`config.mk`:
```
export PLATFORM = sky130hd
export DESIGN_NAME = logo_pos_ctrl_flat
export DESIGN_NICKNAME = d
export VERILOG_FILES = /design/src/rtl/logo_ctrl_pkg.sv /design/src/rtl/logo_pos_ctrl_if.sv /design/src/rtl/logo_window_gen.sv /design/src/rtl/logo_pos_ctrl.sv /design/src/flat_wrapper.sv
export SDC_FILE = /design/constraint.sdc
export NUM_CORES = 1
export LEC_CHECK = 0
export CORE_UTILIZATION = 63
export DETAILED_ROUTE_END_ITERATION = 8
export MAX_ROUTING_LAYER = met4
export PLACE_DENSITY = 0.93
export SYNTH_ARGS = -nofsm -noshare
export SYNTH_HDL_FRONTEND = slang
export SYNTH_HIERARCHICAL = 1
export SYNTH_SLANG_ARGS = --single-unit
export TNS_END_PERCENT = 20
```
`constraint.sdc`:
```
create_clock -name clk -period 10.6 [get_ports clk]
set_clock_uncertainty 0.2 [all_clocks]
set_input_delay 2.12 -clock clk [delete_from_list [all_inputs] [get_ports clk]]
set_output_delay 2.12 -clock clk [all_outputs]
set_load 0.005 [all_outputs]
```
`src/rtl/logo_ctrl_pkg.sv`:
```
// Shared types and distance helpers for the logo position controller.
package logo_ctrl_pkg;

  localparam int COORD_W = 16;

  typedef logic [COORD_W-1:0] coord_t;

  typedef enum logic [1:0] {
    S_SEARCH  = 2'd0,
    S_CONFIRM = 2'd1,
    S_MOVE    = 2'd2,
    S_HOLD    = 2'd3
  } logo_state_e;

  typedef struct packed {
    logo_state_e state;
    logic [7:0]  match;
  } logo_dbg_t;

  // Compare first so the subtraction never goes negative.
  function automatic coord_t abs_diff(input coord_t a, input coord_t b);
    return (a >= b) ? (a - b) : (b - a);
  endfunction

  function automatic coord_t step_toward(input coord_t cur, input coord_t tgt,
                                         input coord_t step);
    coord_t d;
    d = abs_diff(cur, tgt);
    if (d > step) d = step;
    return (tgt >= cur) ? (cur + d) : (cur - d);
  endfunction

endpackage

```
`src/rtl/logo_pos_ctrl_if.sv`:
```
// Video/detector inputs and logo overlay outputs of the logo position controller.
interface logo_pos_ctrl_if #(
  parameter int LOGO_AW = 10
);
  import logo_ctrl_pkg::*;

  // No backpressure anywhere: video_in_valid qualifies cnt_x/cnt_y, det_hit
  // qualifies det_x/det_y, video_in_eop marks the last pixel of a frame, and
  // the consumer must take logo_draw/logo_addr on the cycle they are presented.
  logic               video_in_valid;
  logic               video_in_eop;
  coord_t             cnt_x;
  coord_t             cnt_y;
  logic               det_hit;
  coord_t             det_x;
  coord_t             det_y;
  coord_t             logo_x;
  coord_t             logo_y;
  logic               locked;
  logic               logo_draw;
  logic [LOGO_AW-1:0] logo_addr;

  modport slave (
    input  video_in_valid, video_in_eop, cnt_x, cnt_y, det_hit, det_x, det_y,
    output logo_x, logo_y, locked, logo_draw, logo_addr
  );

  modport master (
    output video_in_valid, video_in_eop, cnt_x, cnt_y, det_hit, det_x, det_y,
    input  logo_x, logo_y, locked, logo_draw, logo_addr
  );

endinterface

```
`src/rtl/logo_window_gen.sv`:
```
// Registered logo draw window and ROM address; window end clipped at 16'hFFFF.
module logo_window_gen
  import logo_ctrl_pkg::*;
#(
  parameter int LOGO_W  = 32,
  parameter int LOGO_H  = 32,
  parameter int LOGO_AW = 10
) (
  input  logic               clk,
  input  logic               rst,
  input  logic               enable_i,
  input  logic               valid_i,
  input  coord_t             cnt_x_i,
  input  coord_t             cnt_y_i,
  input  coord_t             logo_x_i,
  input  coord_t             logo_y_i,
  output logic               draw_o,
  output logic [LOGO_AW-1:0] addr_o
);

  logic [COORD_W:0]   x_end;
  logic [COORD_W:0]   y_end;
  logic               in_x;
  logic               in_y;
  logic               draw_d;
  logic               draw_q;
  coord_t             dx;
  coord_t             dy;
  logic [31:0]        addr_full;
  logic [LOGO_AW-1:0] addr_d;
  logic [LOGO_AW-1:0] addr_q;
  logic               unused_addr_bits;

  // Ends carry one extra bit so a logo near 65535 clips instead of wrapping to 0.
  assign x_end = {1'b0, logo_x_i} + 17'(LOGO_W - 1);
  assign y_end = {1'b0, logo_y_i} + 17'(LOGO_H - 1);
  assign in_x  = (cnt_x_i >= logo_x_i) && ({1'b0, cnt_x_i} <= x_end);
  assign in_y  = (cnt_y_i >= logo_y_i) && ({1'b0, cnt_y_i} <= y_end);

  assign dx        = cnt_x_i - logo_x_i;
  assign dy        = cnt_y_i - logo_y_i;
  assign addr_full = 32'(dy) * 32'(LOGO_W) + 32'(dx);
  assign unused_addr_bits = ^addr_full[31:LOGO_AW];

  always_comb begin
    draw_d = enable_i & valid_i & in_x & in_y;
    addr_d = addr_q;
    if (draw_d) addr_d = addr_full[LOGO_AW-1:0];
  end

  always_ff @(posedge clk or posedge rst) begin
    if (rst) begin
      draw_q <= 1'b0;
      addr_q <= '0;
    end else begin
      draw_q <= draw_d;
      addr_q <= addr_d;
    end
  end

  assign draw_o = draw_q;
  assign addr_o = addr_q;

endmodule

```
`src/rtl/logo_pos_ctrl.sv`:
```
// Logo position controller: debounces marker detections per frame and glides the
// logo to the confirmed spot. Optional LOGO_LOST_EN adds a glide-home on marker loss.
module logo_pos_ctrl
  import logo_ctrl_pkg::*;
#(
  parameter int     LOGO_W      = 32,
  parameter int     LOGO_H      = 32,
  parameter int     LOGO_AW     = 10,
  parameter coord_t INIT_X      = 16'd10,
  parameter coord_t INIT_Y      = 16'd100,
  parameter int     CONFIRM     = 3,
  parameter int     TOL         = 2,
  parameter int     STEP        = 4,
  parameter int     LOST_FRAMES = 8
) (
  input  logic            clk,
  input  logic            rst,
  input  logic            enable,
  logo_pos_ctrl_if.slave  bus,
  output logo_dbg_t       dbg_o
);

  localparam logic [1:0] ST_SEARCH  = 2'd0;
  localparam logic [1:0] ST_CONFIRM = 2'd1;
  localparam logic [1:0] ST_MOVE    = 2'd2;
  localparam logic [1:0] ST_HOLD    = 2'd3;

  localparam coord_t     TOL_C     = coord_t'(TOL);
  localparam coord_t     STEP_C    = coord_t'(STEP);
  localparam logic [7:0] CONFIRM_C = 8'(CONFIRM);

  logic [1:0] state_q, state_d;
  logic [7:0] match_q, match_d;
  logic       seen_q, seen_d;
  coord_t     cand_x_q, cand_x_d, cand_y_q, cand_y_d;
  coord_t     ref_x_q, ref_x_d, ref_y_q, ref_y_d;
  coord_t     tgt_x_q, tgt_x_d, tgt_y_q, tgt_y_d;
  coord_t     logo_x_q, logo_x_d, logo_y_q, logo_y_d;

  logic       frame_seen;
  coord_t     frame_x;
  coord_t     frame_y;
  logic       agree_ref;
  logic       near_tgt;
  logic [7:0] match_inc;

`ifdef LOGO_LOST_EN
  localparam logic [7:0] LOST_C = 8'(LOST_FRAMES);
  logic [7:0] miss_q, miss_d;
  logic [7:0] miss_inc;
  assign miss_inc = miss_q + 8'd1;
`else
  localparam int UNUSED_LOST_FRAMES = LOST_FRAMES;
`endif

  // A hit on the eop cycle still belongs to the frame that is ending.
  assign frame_seen = seen_q | bus.det_hit;
  assign frame_x    = bus.det_hit ? bus.det_x : cand_x_q;
  assign frame_y    = bus.det_hit ? bus.det_y : cand_y_q;
  assign agree_ref  = (abs_diff(frame_x, ref_x_q) <= TOL_C) &&
                      (abs_diff(frame_y, ref_y_q) <= TOL_C);
  assign near_tgt   = (abs_diff(frame_x, tgt_x_q) <= TOL_C) &&
                      (abs_diff(frame_y, tgt_y_q) <= TOL_C);
  assign match_inc  = match_q + 8'd1;

  always_comb begin
    state_d  = state_q;
    match_d  = match_q;
    seen_d   = seen_q;
    cand_x_d = cand_x_q;
    cand_y_d = cand_y_q;
    ref_x_d  = ref_x_q;
    ref_y_d  = ref_y_q;
    tgt_x_d  = tgt_x_q;
    tgt_y_d  = tgt_y_q;
    logo_x_d = logo_x_q;
    logo_y_d = logo_y_q;
`ifdef LOGO_LOST_EN
    miss_d   = miss_q;
`endif

    if (bus.det_hit) begin
      cand_x_d = bus.det_x;
      cand_y_d = bus.det_y;
      seen_d   = 1'b1;
    end

    if (bus.video_in_eop) begin
      seen_d = 1'b0;
`ifdef LOGO_LOST_EN
      miss_d = '0;
`endif
      if (!enable) begin
        state_d = ST_SEARCH;
        match_d = '0;
      end else begin
        case (state_q)
          ST_SEARCH: begin
            if (frame_seen) begin
              ref_x_d = frame_x;
              ref_y_d = frame_y;
              match_d = 8'd1;
              if (CONFIRM == 1) begin
                tgt_x_d = frame_x;
                tgt_y_d = frame_y;
                state_d = ST_MOVE;
              end else begin
                state_d = ST_CONFIRM;
              end
            end else begin
              match_d = '0;
            end
          end
          ST_CONFIRM: begin
            if (!frame_seen) begin
              state_d = ST_SEARCH;
              match_d = '0;
            end else if (agree_ref) begin
              match_d = match_inc;
              if (match_inc >= CONFIRM_C) begin
                tgt_x_d = ref_x_q;
                tgt_y_d = ref_y_q;
                state_d = ST_MOVE;
              end
            end else begin
              ref_x_d = frame_x;
              ref_y_d = frame_y;
              match_d = 8'd1;
            end
          end
          ST_MOVE: begin
            logo_x_d = step_toward(logo_x_q, tgt_x_q, STEP_C);
            logo_y_d = step_toward(logo_y_q, tgt_y_q, STEP_C);
            if ((logo_x_d == tgt_x_q) && (logo_y_d == tgt_y_q)) state_d = ST_HOLD;
          end
          default: begin
            if (frame_seen && !near_tgt) begin
              ref_x_d = frame_x;
              ref_y_d = frame_y;
              match_d = 8'd1;
              state_d = ST_CONFIRM;
            end
`ifdef LOGO_LOST_EN
            else if (!frame_seen) begin
              if (miss_inc >= LOST_C) begin
                tgt_x_d = INIT_X;
                tgt_y_d = INIT_Y;
                state_d = ST_MOVE;
              end else begin
                miss_d = miss_inc;
              end
            end
`endif
          end
        endcase
      end
    end
  end

  always_ff @(posedge clk or posedge rst) begin
    if (rst) begin
      state_q  <= ST_SEARCH;
      match_q  <= '0;
      seen_q   <= 1'b0;
      cand_x_q <= '0;
      cand_y_q <= '0;
      ref_x_q  <= '0;
      ref_y_q  <= '0;
      tgt_x_q  <= INIT_X;
      tgt_y_q  <= INIT_Y;
      logo_x_q <= INIT_X;
      logo_y_q <= INIT_Y;
    end else begin
      state_q  <= state_d;
      match_q  <= match_d;
      seen_q   <= seen_d;
      cand_x_q <= cand_x_d;
      cand_y_q <= cand_y_d;
      ref_x_q  <= ref_x_d;
      ref_y_q  <= ref_y_d;
      tgt_x_q  <= tgt_x_d;
      tgt_y_q  <= tgt_y_d;
      logo_x_q <= logo_x_d;
      logo_y_q <= logo_y_d;
    end
  end

`ifdef LOGO_LOST_EN
  always_ff @(posedge clk or posedge rst) begin
    if (rst) miss_q <= '0;
    else     miss_q <= miss_d;
  end
`endif

  logic               draw_w;
  logic [LOGO_AW-1:0] addr_w;

  logo_window_gen #(
    .LOGO_W  (LOGO_W),
    .LOGO_H  (LOGO_H),
    .LOGO_AW (LOGO_AW)
  ) u_window (
    .clk      (clk),
    .rst      (rst),
    .enable_i (enable),
    .valid_i  (bus.video_in_valid),
    .cnt_x_i  (bus.cnt_x),
    .cnt_y_i  (bus.cnt_y),
    .logo_x_i (logo_x_q),
    .logo_y_i (logo_y_q),
    .draw_o   (draw_w),
    .addr_o   (addr_w)
  );

  assign bus.logo_x    = logo_x_q;
  assign bus.logo_y    = logo_y_q;
  assign bus.locked    = (state_q == ST_HOLD);
  assign bus.logo_draw = draw_w;
  assign bus.logo_addr = addr_w;

  always_comb begin
    dbg_o.state = logo_state_e'(state_q);
    dbg_o.match = match_q;
  end

endmodule

```
`src/flat_wrapper.sv`:
```
// flat-port wrapper written by rule: the top's interface ports become plain ports
module logo_pos_ctrl_flat import logo_ctrl_pkg::*;
#(
  parameter int     LOGO_W      = 32,
  parameter int     LOGO_H      = 32,
  parameter int     LOGO_AW     = 10,
  parameter coord_t INIT_X      = 16'd10,
  parameter coord_t INIT_Y      = 16'd100,
  parameter int     CONFIRM     = 3,
  parameter int     TOL         = 2,
  parameter int     STEP        = 4,
  parameter int     LOST_FRAMES = 8
)
  (clk, rst, enable, dbg_o, bus_video_in_valid, bus_video_in_eop, bus_cnt_x, bus_cnt_y, bus_det_hit, bus_det_x, bus_det_y, bus_logo_x, bus_logo_y, bus_locked, bus_logo_draw, bus_logo_addr);
  logo_pos_ctrl_if #(.LOGO_AW(LOGO_AW)) bus_i ();
  input  logic clk;
  input  logic rst;
  input  logic enable;
  output logo_dbg_t dbg_o;
  input wire logic [$bits(bus_i.video_in_valid)-1:0] bus_video_in_valid;
  input wire logic [$bits(bus_i.video_in_eop)-1:0] bus_video_in_eop;
  input wire logic [$bits(bus_i.cnt_x)-1:0] bus_cnt_x;
  input wire logic [$bits(bus_i.cnt_y)-1:0] bus_cnt_y;
  input wire logic [$bits(bus_i.det_hit)-1:0] bus_det_hit;
  input wire logic [$bits(bus_i.det_x)-1:0] bus_det_x;
  input wire logic [$bits(bus_i.det_y)-1:0] bus_det_y;
  output wire logic [$bits(bus_i.logo_x)-1:0] bus_logo_x;
  output wire logic [$bits(bus_i.logo_y)-1:0] bus_logo_y;
  output wire logic [$bits(bus_i.locked)-1:0] bus_locked;
  output wire logic [$bits(bus_i.logo_draw)-1:0] bus_logo_draw;
  output wire logic [$bits(bus_i.logo_addr)-1:0] bus_logo_addr;
  assign bus_i.video_in_valid = bus_video_in_valid;
  assign bus_i.video_in_eop = bus_video_in_eop;
  assign bus_i.cnt_x = bus_cnt_x;
  assign bus_i.cnt_y = bus_cnt_y;
  assign bus_i.det_hit = bus_det_hit;
  assign bus_i.det_x = bus_det_x;
  assign bus_i.det_y = bus_det_y;
  assign bus_logo_x = bus_i.logo_x;
  assign bus_logo_y = bus_i.logo_y;
  assign bus_locked = bus_i.locked;
  assign bus_logo_draw = bus_i.logo_draw;
  assign bus_logo_addr = bus_i.logo_addr;
  logo_pos_ctrl #(.LOGO_W(LOGO_W), .LOGO_H(LOGO_H), .LOGO_AW(LOGO_AW), .INIT_X(INIT_X), .INIT_Y(INIT_Y), .CONFIRM(CONFIRM), .TOL(TOL), .STEP(STEP), .LOST_FRAMES(LOST_FRAMES)) u_core (.clk(clk), .rst(rst), .enable(enable), .bus(bus_i), .dbg_o(dbg_o));
endmodule
```
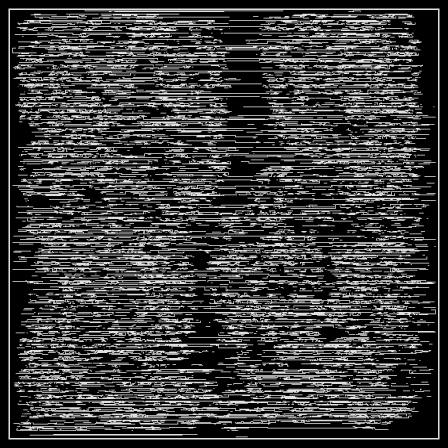
run_1/m1.png
wire length on this layer	29.3 mm
nets with wire on the layer	2745
main direction	horizontal
longest straight run	85.1 um

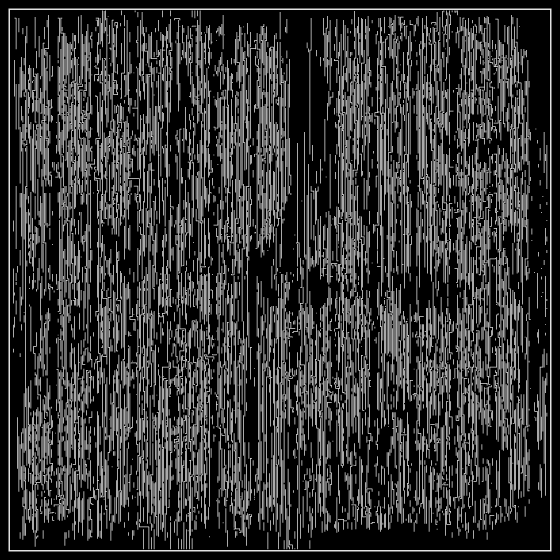
run_1/m2.png
wire length on this layer	31.5 mm
longest straight run	74.8 um
nets with wire on the layer	2585
main direction	vertical

==> run notes, run 1 <==
Notes on the flow run.

- The busiest metal layer after global routing is met2, for reference.
- The worst IR drop on VDD is about 0.21 mV, for reference.
- The DRC marker count from the first detailed-route iteration is 2383, for reference.
- In the global route stage, met1 resource usage came out at between 50% and 60%.
- The number of clock-tree buffers in the layout is 20, for reference.
- On the critical path, the stage with the largest delay is an instance of a2111oi_0.
- Endpoints with negative setup slack in the final report add up to 0.
- The arrival time reported for the critical path endpoint is 9440 ps, for reference.
- The via count of the first global-routing pass is between 20000 and 25000, for reference.
- The tree is rooted in a clkbuf_16.
- The multi-input logic portion of the cell area is 68.8%, for reference.
- Routing resource usage on met3 recorded by global route was ~7.8%.
- The slew of the pin with the lowest slew margin is 1350 ps, for reference.
- The design draws 3680 uW.
- The critical path crosses 29 cells after its start point.
- For the final routed database, the setup TNS stands at 0 ps.
- By area the synthesized netlist is led by ha_1, dfrtp_1, a21oi_1.
- Yosys reported that registers with async set or reset make up 100%.
- Yosys reports that the most numerous cell types are ha_1, inv_1, a21oi_1.
- The tally of max-capacitance violations is 0, for reference.
- For reference, simple AND, OR, NAND and NOR cells occupy 16.7% of the area reported after synthesis.
- The flow ran to the end, and the final reports show no timing, DRC or antenna violations.
- The launch point of the worst path is u_core/bus.logo_y[9]$_DFFE_PP0P_, for reference.
- For the worst setup path, the data required time is 10720 ps.
- The power drawn by the clock network is 723 uW, for reference.
- The top cell types in the final layout, fill and taps aside, are ha_1, inv_1, a21oi_1, nand2_1, o21ai_0.
- The mean routed wirelength per cell is 23.0 um, for reference.
- The number of instances resized during post-cts repair is 0, for reference.
- The total leakage power is around 0.01 uW, for reference.
- The final count of hold timing violations is 0, for reference.
- Combinational cells consume a total of 2160 uW.
- The most repeated cell in the gate-level netlist after synthesis is ha_1, for reference.
- The register area is 3770 sq um, for reference.
- The standard-cell row count is 66, for reference.
- Global routing finished with a remaining overflow of 0.
- The internal power is about 2000 uW, for reference.
- The worst path uses 87.9% of the clock period.
- STA classifies the critical path endpoint as a flop.
- The area growth from synthesis to layout is 9.93%.
- The total detailed-routing wirelength is 70.6 mm, for reference.
- In this run, the synthesized area fraction spent on xor and xnor cells is recorded as between 7 and 8%.
- Of all the cell area in the finished design, the clock network holds 2.98%.
- Note, the detailed placer reported a final HPWL of 55.6 mm.
- The total DRC errors in the routed layout is 0, for reference.
- 124 I/O pins were placed.
- Nets still carrying antenna violations after routing amount to 0.
- The clock passes through at most 2 buffers.
- Across all register-to-register paths, the minimum setup slack is ~1300 ps.
- Summing all multi-input logic gate instances after layout gives between 15000 and 20000 sq um.
- The layout filler cell count is 2549, for reference.
- The sequential fraction of the synthesis area is 18.2%, for reference.
- The combinational family with the most area after synthesis is AND-OR/OR-AND gates, for reference.
- In this design, the critical path's most frequently occurring cell is ha_1.
- The worst hold path begins at u_core/u_window/addr_o[2]$_DFFE_PP0P_.
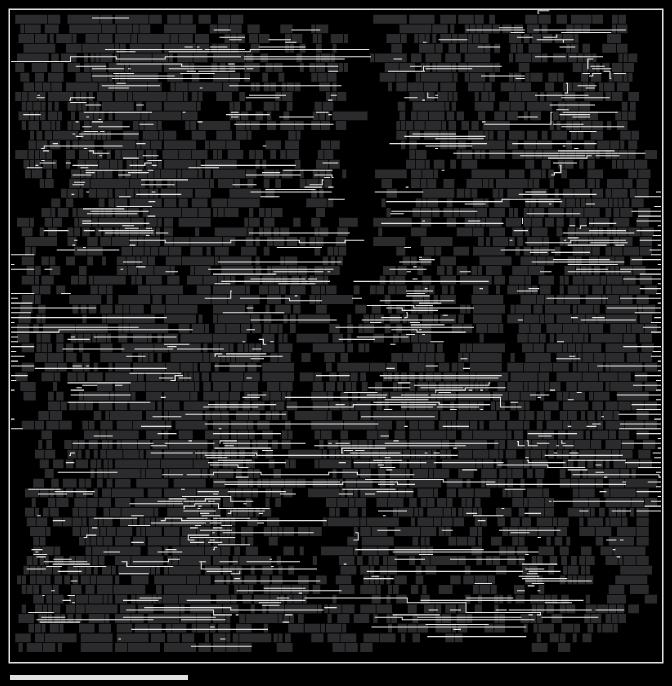
run_1/m3.png
Scale bar: 50 um. Cells faint in the background.
wire length on this layer	6790 um
longest straight run	56.4 um
nets with wire on the layer	536
main direction	horizontal
share of all routed wire	9.6%

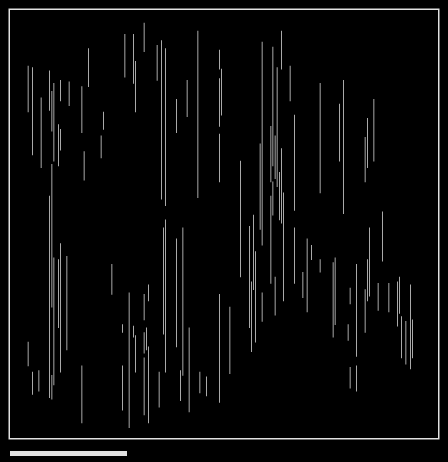
run_1/m4.png
Scale bar: 50 um.
share of all routed wire	4.2%
wire length on this layer	2980 um

-- run 1: metrics by stage --
stage / hold slack, ps / cell area (sq um) / setup WS [ps] / std cells / util (%)
3_5_place_dp: 303 / 22100 / 1390 / 3031 / 68.2
5_1_grt: 337 / 22800 / 826 / 3063 / 70.3
3_3_place_gp: 280 / 22100 / 1710 / 3031 / 68.2
2_1_floorplan: 263 / 20700 / 3280 / 2571 / -
4_1_cts: 315 / 22800 / 1500 / 3063 / 70.3
6_report: 317 / 22800 / 1280 / 3063 / 70.3
-- run 1: metal layers --
metal / vias up / wire, um
li1: 9382 / -
met5: - / 0
met3: 237 / 6790
met1: 9976 / 29300
met2: 1239 / 31500
met4: 0 / 2980
run_1/congestion_map.png
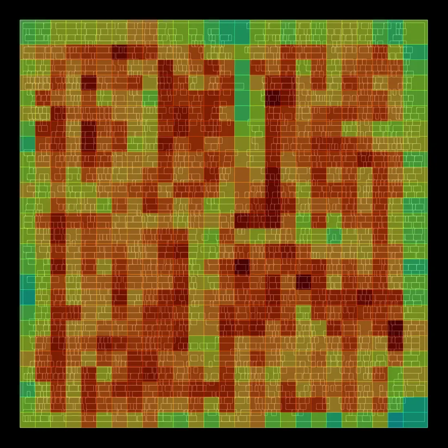

==> run 2: changes to the inputs <==
==> constraint.sdc (replaced) <==
create_clock -name clk -period 9.7 [get_ports clk]
set_clock_uncertainty 0.2 [all_clocks]
set_input_delay 1.94 -clock clk [delete_from_list [all_inputs] [get_ports clk]]
set_output_delay 1.94 -clock clk [all_outputs]
set_load 0.005 [all_outputs]
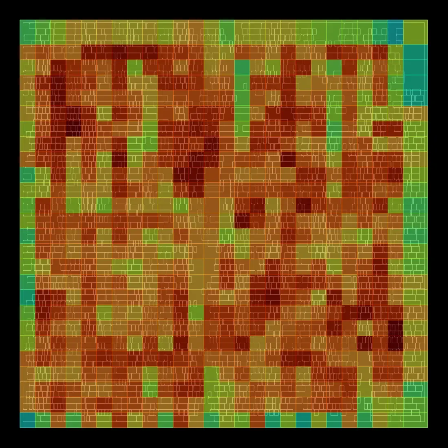
run_2/congestion_map.png
grt met3 use: 8.00%
met2 track utilization from global routing: 66.1%
gr busiest metal: met2
detail-routed net length per standard cell: 23.4 um
grt met1 use: 55.4%

==> run 2 against run 1 <==
Combinational power increased by 12%. Synthesized cell count is the same. Non-clock buffer count increased by 4. Wire length increased by 1.9%. Hold slack worse by 2.1 ps. Largest cell class unchanged. Cell count increased by 0.16%. Highest routed layer unchanged. Clock power fell by 6.2%. First-iteration DRC count fell by 1.6%.
==> run notes, run 2 <==
Notes on the flow run.

- The flow ran to the end, and the final reports show no timing, DRC or antenna violations.
- The multi-input logic portion of the cell area came to 69.0% (+0.22 points).
- The sequential fraction of the synthesis area is 18.2% (unchanged), for reference.
- The final count of hold timing violations is 0 (unchanged), for reference.
- The slew of the pin with the lowest slew margin is 1240 ps (-119 ps), for reference.
- The async set-or-reset flop fraction in the synthesized netlist was 100% (unchanged).
- The DRC marker count from the first detailed-route iteration is 2345 (-1.6%).
- Synthesis inferred around 150 register bits.
- The via count of the first global-routing pass is 20000 (+0.025%).
- The area used by multi-input combinational logic came to 15700 sq um (about the same).
- The setup slack after layout came to 493 ps (-784 ps).
- The power drawn by the clock network is 678 uW (-6.2%), for reference.
- The logic depth of the worst path, buffers included is 29 (unchanged).
- The inserted tap cell count is 442, for reference.
- The post-synth tally of flip-flops with integrated enable is 0, for reference.
- The number of cells after detailed placement is 3035 (+0.13%), for reference.
- The synthesis-to-layout area growth is 9.59%, for reference.
- The number of nets still failing antenna checks after routing is 0 (unchanged), for reference.
- The launch point of the worst path is u_core/bus.logo_y[9]$_DFFE_PP0P_, for reference.
- After synthesis, the most frequently instantiated cells are ha_1, inv_1, a21oi_1.
- The worst IR drop on VDD was 0.265 mV (+25%).
- Counting every instance in the synthesized netlist gives 2571.
- The setup slack of the most critical reg-to-reg path is 490 ps (-780 ps), for reference.
- The finished layout cell area was 22700 sq um (-0.31%).
- The post-layout utilization of the core was 70.1% (-0.22 points).
- The share of the clock period used by the worst path after layout is 94.9% (+7.0 points), for reference.
- The hold path startpoint is u_core/u_window/addr_o[7]$_DFFE_PP0P_, for reference.
- The clock tree from TritonCTS is yes, for reference.
- In the post-synthesis netlist, the cell with the most instances is ha_1.
- The internal power is 2050 uW (+3.6%), for reference.
- The kind of capture point of the worst setup path is a flop, for reference.
- The setup violation total in the final timing report was 0 (unchanged).
- The tally of max-capacitance violations came to 0 (unchanged).
- The register area is 3770 sq um (unchanged).
- The number of buffers created by CTS is 17, for reference.
- The HPWL after detailed placement was 55.8 mm (+0.39%).
- The number of clock-tree buffers in the layout came to 18 (-10%).
- The critical path's most frequent cell is ha_1, for reference.
- Per the detail_route log, the uppermost layer with routed signals is met4.
- Buffers inserted to repair hold after CTS numbered 0.
- The worst hold slack across all endpoints is 315 ps (-2.07 ps), for reference.
- The total grt overflow is 0 (unchanged), for reference.
- The most common logic cells in the final layout are ha_1, inv_1, a21oi_1, nand2_1, o21ai_0.
- The number of instances resized during post-cts repair is 0 (unchanged), for reference.
- The largest buffer count on any clock path came to 2 (unchanged).
- By area the synthesized netlist is led by ha_1, dfrtp_1, a21oi_1.
- The total detailed-routing wirelength is 71.9 mm (+1.9%), for reference.
- Per the STA report, the cell with the highest stage delay on the worst path is a2111oi_1.
- The summed negative setup slack over all endpoints is 0 ps (unchanged).
- The worst slack at placement is 480 ps (-908 ps).
- The cell area reported after detailed placement is 22200 sq um (+0.14%).
- The arrival time reported for the critical path endpoint is 9340 ps (-100 ps).
- The layout filler cell count came to 2599 (+2.0%).
- In this run the clock root is driven by a clkbuf_16.
- The total combinational power is 2420 uW (+12%), for reference.
- The non-filler instance count after layout is 3068 (+0.16%), for reference.
- The total leakage power is 0.0100 uW (-0.22%), for reference.
- The repair_antennas step left the layout with diodes totalling 1.
- The number of library cell types mapped by synthesis is 99, for reference.
- The total power consumption of the routed design is 3960 uW (+7.7%), for reference.
- The total DRC errors in the routed layout is 0 (unchanged), for reference.
- The met2 routed wirelength is 31.9 mm (+1.1%), for reference.
- The wire length the detailed router placed on met1 is 29.3 mm (+0.13%), for reference.
- The fraction of area in clock buffers and inverters is 2.53% (-0.45 points), for reference.
- The standard-cell row count is 66 (unchanged), for reference.
- The I/O pin count is 124 (unchanged), for reference.
- The required time of the critical path is 9840 ps (-880 ps), for reference.
- The met3 wire length is 7.12 mm (+4.9%), for reference.
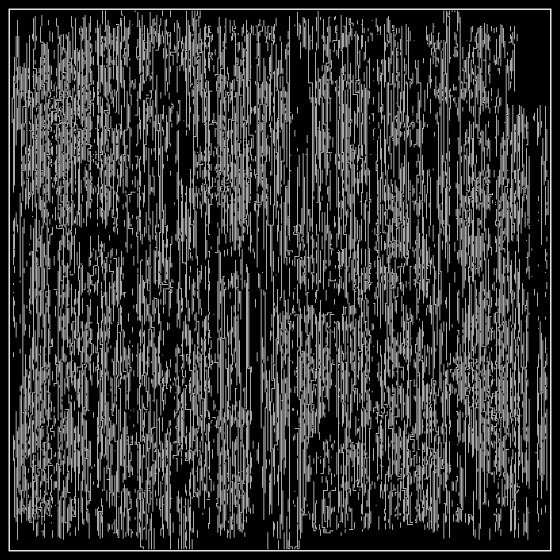
run_2/m2.png
share of all routed wire	44%
nets with wire on the layer	2600
longest straight run	69.7 um
wire length on this layer	31.9 mm
main direction	vertical

## run 2: cell counts after synthesis
No cell type changed its count.
## run 2: worst paths after layout
path | to
setup reg to reg | u_core/state_q[0]$_DFFE_PP0P_
min in group asynchronous | u_core/u_window/addr_o[6]$_DFFE_PP0P_
hold reg to reg | u_core/u_window/addr_o[7]$_DFFE_PP0P_
hold / removal | u_core/u_window/addr_o[7]$_DFFE_PP0P_
max in group asynchronous | u_core/ref_y_q[7]$_DFFE_PP0P_
setup / recovery | u_core/state_q[0]$_DFFE_PP0P_
## run 2: cell families after synthesis
kind of cell               after synthesis  share of synthesized area, %
AOI/OAI and AO/OA                      784                          24.8
and+or+nand+nor                        689                          16.7
buffers and inverters                  334                          6.36
adders and majority gates              328                          20.6
xor gates and xnor gates               163                          7.01
DFF                                    150                          18.2
muxes                                  123                          6.43
No activity file was given, so power comes from the tool's default toggle rates.
